`config.mk`:
```
export PLATFORM = sky130hd
export DESIGN_NAME = sum_accumulator
export DESIGN_NICKNAME = d
export VERILOG_FILES = /design/src/rtl/sum_accumulator.sv
export SDC_FILE = /design/constraint.sdc
export NUM_CORES = 1
export LEC_CHECK = 0
export ABC_AREA = 1
export CORE_MARGIN = 5
export CORE_UTILIZATION = 30
export DETAILED_ROUTE_END_ITERATION = 12
export PLACE_DENSITY = 0.51
export SLEW_MARGIN = 25
export SYNTH_ARGS = -nofsm -noshare
export SYNTH_HDL_FRONTEND = slang
export SYNTH_SLANG_ARGS = --single-unit
```
`constraint.sdc`:
```
create_clock -name clk -period 3.4 [get_ports clk]
set_clock_uncertainty 0.1 [all_clocks]
set_input_delay 0.51 -clock clk [delete_from_list [all_inputs] [get_ports clk]]
set_output_delay 0.51 -clock clk [all_outputs]
set_load 0.02 [all_outputs]
```
`src/rtl/sum_accumulator.sv`:
```
// sum_accumulator: sums N_SAMPLES 9-bit adder results ({in_cout, in_sum}) per frame
// and presents the total with a valid/ready handshake. The overflow flag is sticky
// for the rest of the frame.
// Optional build macro: SUM_ACCUMULATOR_SAT_EN -- when defined, the result saturates at
// 2^ACC_W-1 once the frame overflows; otherwise the result wraps modulo 2^ACC_W.
module sum_accumulator #(
    parameter int unsigned N_SAMPLES = 8,
    parameter int unsigned ACC_W     = 12
) (
    input  logic             clk,
    input  logic             rst,
    input  logic             in_valid,
    input  logic [7:0]       in_sum,
    input  logic             in_cout,
    output logic             in_ready,
    input  logic             clear,
    output logic             out_valid,
    input  logic             out_ready,
    output logic [ACC_W-1:0] result,
    output logic             overflow,
    output logic [3:0]       count
);

    typedef enum logic [1:0] {StIdle, StAcc, StHold} state_e;

    // Count value whose accept completes the frame
    localparam logic [3:0] LastCount = 4'(N_SAMPLES - 1);

    state_e           state_q, state_d;
    logic [ACC_W-1:0] result_q, result_d;
    logic [3:0]       count_q, count_d;
    logic             overflow_q, overflow_d;

    logic [ACC_W:0]   sample;
    logic [ACC_W:0]   base;
    logic [ACC_W:0]   sum;
    logic             sum_ovf;
    logic             accept;

    // State and datapath registers, cleared asynchronously
    always_ff @(posedge clk or posedge rst) begin
        if (rst) begin
            state_q    <= StIdle;
            result_q   <= '0;
            count_q    <= '0;
            overflow_q <= 1'b0;
        end else begin
            state_q    <= state_d;
            result_q   <= result_d;
            count_q    <= count_d;
            overflow_q <= overflow_d;
        end
    end

    // Next-state logic; clear outranks both accept and the result handshake
    always_comb begin
        state_d = state_q;
        if (clear) begin
            state_d = StIdle;
        end else begin
            unique case (state_q)
                StIdle:  if (accept) state_d = StAcc;
                StAcc:   if (accept && (count_q == LastCount)) state_d = StHold;
                StHold:  if (out_ready) state_d = StIdle;
                default: state_d = StIdle;
            endcase
        end
    end

    // Handshake outputs; in_ready depends only on state and clear, never on out_ready
    always_comb begin
        in_ready  = (state_q != StHold) && !clear;
        out_valid = (state_q == StHold);
    end

    // Accumulate on accept; a new frame starts from zero rather than the stale total
    always_comb begin
        sample     = {{(ACC_W - 8){1'b0}}, in_cout, in_sum};
        base       = (state_q == StAcc) ? {1'b0, result_q} : '0;
        sum        = base + sample;
        sum_ovf    = sum[ACC_W];
        accept     = in_valid && in_ready;
        result_d   = result_q;
        count_d    = count_q;
        overflow_d = overflow_q;
        if (clear) begin
            result_d   = '0;
            count_d    = '0;
            overflow_d = 1'b0;
        end else if (accept) begin
            count_d    = (state_q == StAcc) ? count_q + 4'd1 : 4'd1;
            overflow_d = overflow_q || sum_ovf;
`ifdef SUM_ACCUMULATOR_SAT_EN
            result_d   = (overflow_q || sum_ovf) ? '1 : sum[ACC_W-1:0];
`else
            result_d   = sum[ACC_W-1:0];
`endif
        end else if ((state_q == StHold) && out_ready) begin
            result_d   = '0;
            count_d    = '0;
            overflow_d = 1'b0;
        end
    end

    assign result   = result_q;
    assign count    = count_q;
    assign overflow = overflow_q;

endmodule
```
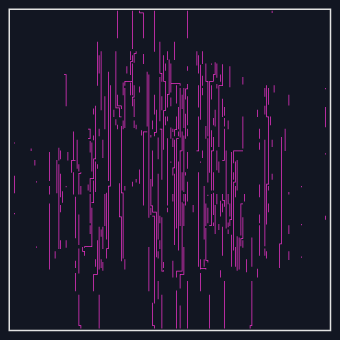
(images/met2.png)
Scale: 4 px per um.
main direction: vertical
share of all routed wire: 48%
nets with wire on the layer: 213
wire length on this layer: 1850 um
vias after detailed routing: 1434
total wirelength of the detailed-routed design: 3.85 mm

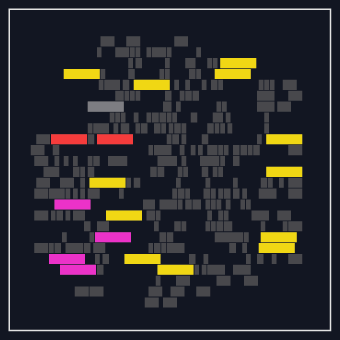
(images/registers.png)
Scale: 4 px per um.
[red] state_q | placed flops: 2
[yellow] result | placed flops: 12
[magenta] count | placed flops: 4 | where: south-west
not colored: 1
reported sequential group power: 0.292 mW
utilization after layout: 40.4%
register share of the cell area: 24.9%
storage element area: 475 um^2

==> impl_metrics.yaml <==
# implementation run metrics
synthesis:
  yosys_cells: 217
  ys.warnings.count: 0
  synth-area-yosys_um2: 1470
  ys_dominant_reg_cell: "dfrtp_1"
  post_synthesis_register_bit_count: 19
  synth-simple-area-share_pct: 32.6
  synth-async-reset-ratio_pct: 100
  synth.cell_area_um2: 1470
  proportion_of_synthesized_chip_area_in_sequential_cells_pct: 32.4
  yosys-top-cells-count: "nand2_1 (57), inv_1 (39), nor2_1 (21)"
  post_synth_main_area_contributors: "dfrtp_1 (32%), nand2_1 (15%), inv_1 (10%)"
  post-synth-top-area-fraction_pct: 32.4
  edf_count: 0
  synth-xor-area-share_pct: 1.79
  syn_area_per_cell_um2: 6.76
  synth_area_leader_cell: "dfrtp_1"
  post_synth_mux_area_share_pct: 0
  aoi_share_pct: 12.5
  mappedNetlistNets: 242
  synthAdderAreaFrac_pct: 9.90
  number_of_standard_cells_after_synthesis: 217
  post_synth_main_logic_family: "simple AND/OR/NAND/NOR gates"
  synth_cell_types: 26
place:
  dp.final_hpwl_mm: 2.94
  input_output_buffers: 32
  detailed_place.area_um2: 1860
  numPlacedInstances: 314
sta:
  final_max_slew_viol_count: 0
  timing.final.crit_share_pct: 71.9
  final.min_clock_period_ps: 2450
  max_clock_freq_mhz: 409
  rsz_0062_raised_after_global_routing: "no"
  finalSetupTns_ps: 0
  max_slew_margin_pct: 47.7
  setup_failing_eps_final: 0
  timing.final.hold_violations: 0
  tightest_slew_ps: 783
power:
  power.total_mw: 0.845
  peakVddDrop_mv: 0.266
  power.leakage_nw: 0.954
  power_density_nw_per_um2: 443
final_layout:
  final_net_count: 277
  layout.cells.most_common: "nand2_1"
  n_antenna_cell: 0
  clock_buffers: 3
  nMultiInputCombCells: 156
  inverters_excl_clock: 40
  final-clk-cell-share_pct: 2.43
  ff_count: 19
  largest_register_ffs: 12
  layout-drive-gt1-share_pct: 4.38
  lay_top_cells: "nand2_1 (57), inv_1 (39), clkdlybuf4s50_1 (32)"
  synthToLayoutAreaGrowth_pct: 30.1
  num-fill-cells: 521
  mi_logic_area_um2: 832
  buffers: 32
  largestClassByArea: "combinational gates"
  instances_no_fill: 318
  final_area_um2: 1910
setup_path:
  sequence_of_cells_on_the_critical_path: "clkdlybuf4s50_1 > nor2_4 > clkdlybuf4s50_1"
  worst-endpoint-arrival_ps: 1840
  slowest_delay_ps: 620
  cell_seen_most_often_among_critical_path_stages: "clkdlybuf4s50_1"
  rr_startpoint: "state_q[0]"
  number_of_buffers_and_inverters_on_the_critical_path: 2
  cp-endpoint: "in_ready"
  logic_depth_of_the_worst_setup_path_including_buffers: 3
  crit_path_start_kind: "primary input"
  timing.critical_path.from: "clear"
  critical-path-top-delay-family: "buffers and inverters"
  reg2reg_depth: 12
  crit_path_capture_type: "primary output"
  reg2reg_to: "result[8]"
  timing.setup.critical_path_class: "in2out"
  timing.critical_path.fanout_max: 5
  reg2reg_slack_ps: 1030
  data_required_time_of_the_critical_path_ps: 2790
job:
  log.warning_count: 26
  drv.max_cap_violation_count: 0
routing:
  vias_per_cell: 4.51
  detail_route.drc_violations: 0
  initial_drt_markers: 61
  drt-pass1-iter-count: 4
  highest_routed_layer: "met4"
  avgRoutedWirePerCell_um: 12.1
  detailroute.wirelength.met3_um: 158
clock_network:
  tritoncts_clock_tree: "yes"
  cts-buffers-inserted: 3
  insertion_delay_ps: 260
  clk_transition_reported_paths_ps: 80
  max-clock-path-buffers: 2
  post_cts.repair.setup_buffers: 0
  cts.root.buffer_cell: "clkbuf_8"
  clkSinkCount: 19
  cts_hold_repair.buffers: 0
  cts_max_level: 1
  post_cts_resized: 0
global_route:
  maximum_number_of_pins_on_one_net_before_global_route_repair: 20
  first_global_vias: 1340
  global_route.usage.met1_pct: 15.8
  grt_antenna_before_repair: 0
  grt_most_used_layer: "met2"
  use_met3_pct: 2.60
  grt_first_pass_wirelength_mm: 6.36
  track_usage_pct: 12.6
  globalRoute.totalOverflow: 0
  globalRouteMet2Util_pct: 22.4
floorplanning:
  io-pin-count: 33
  floorplan.die.width_um: 79.9
  die_height_um: 79.9
  tap-cell-count: 67
  die_area_um2: 6390
  fp_rows: 25
min_path:
  worstHoldPathType: "reg2reg"
run_status:
  status: "completed"
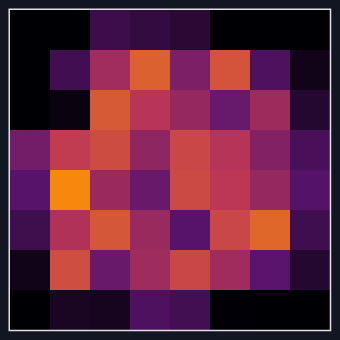
(images/density.png)
Scale: 4 px per um. The die is cut into 8 by 8 equal tiles; black is low, pale yellow is high, 0 to 100% covered.
fullest tile: 74%
densest ninth of the die: center
nearly empty tiles: 17%
mean over tiles: 29%
emptiest ninth of the die: north-west
effective utilization at floorplan: 31.0%
core footprint: 4720 um^2

==> how the worst min path moves through the flow <==
stage,start,endpoint,slack [ps],depth (start not counted)
floorplan,rst,count[0],360,1
global placement,result[11],result[11],390,2
detailed placement,result[11],result[11],410,2
CTS,result[11],result[11],430,2
global route,result[11],result[11],460,2
finish,result[11],result[11],420,2
==> per-stage QoR <==
step / hold WS (ps) / setup slack (ps)
after floorplan: 361 / 1160
after CTS: 427 / 944
final: 418 / 955
after global routing: 462 / 843
after detailed placement: 408 / 955
after global placement: 394 / 971
==> power breakdown <==
group / internal (mW) / switching [mW] / total (mW)
combinational: 0.145 / 0.244 / 0.388
clock: 0.0816 / 0.0834 / 0.165
sequential: 0.261 / 0.0311 / 0.292
total: 0.487 / 0.358 / 0.845
Power figures rest on the tool's default switching activity, not on a simulated workload.
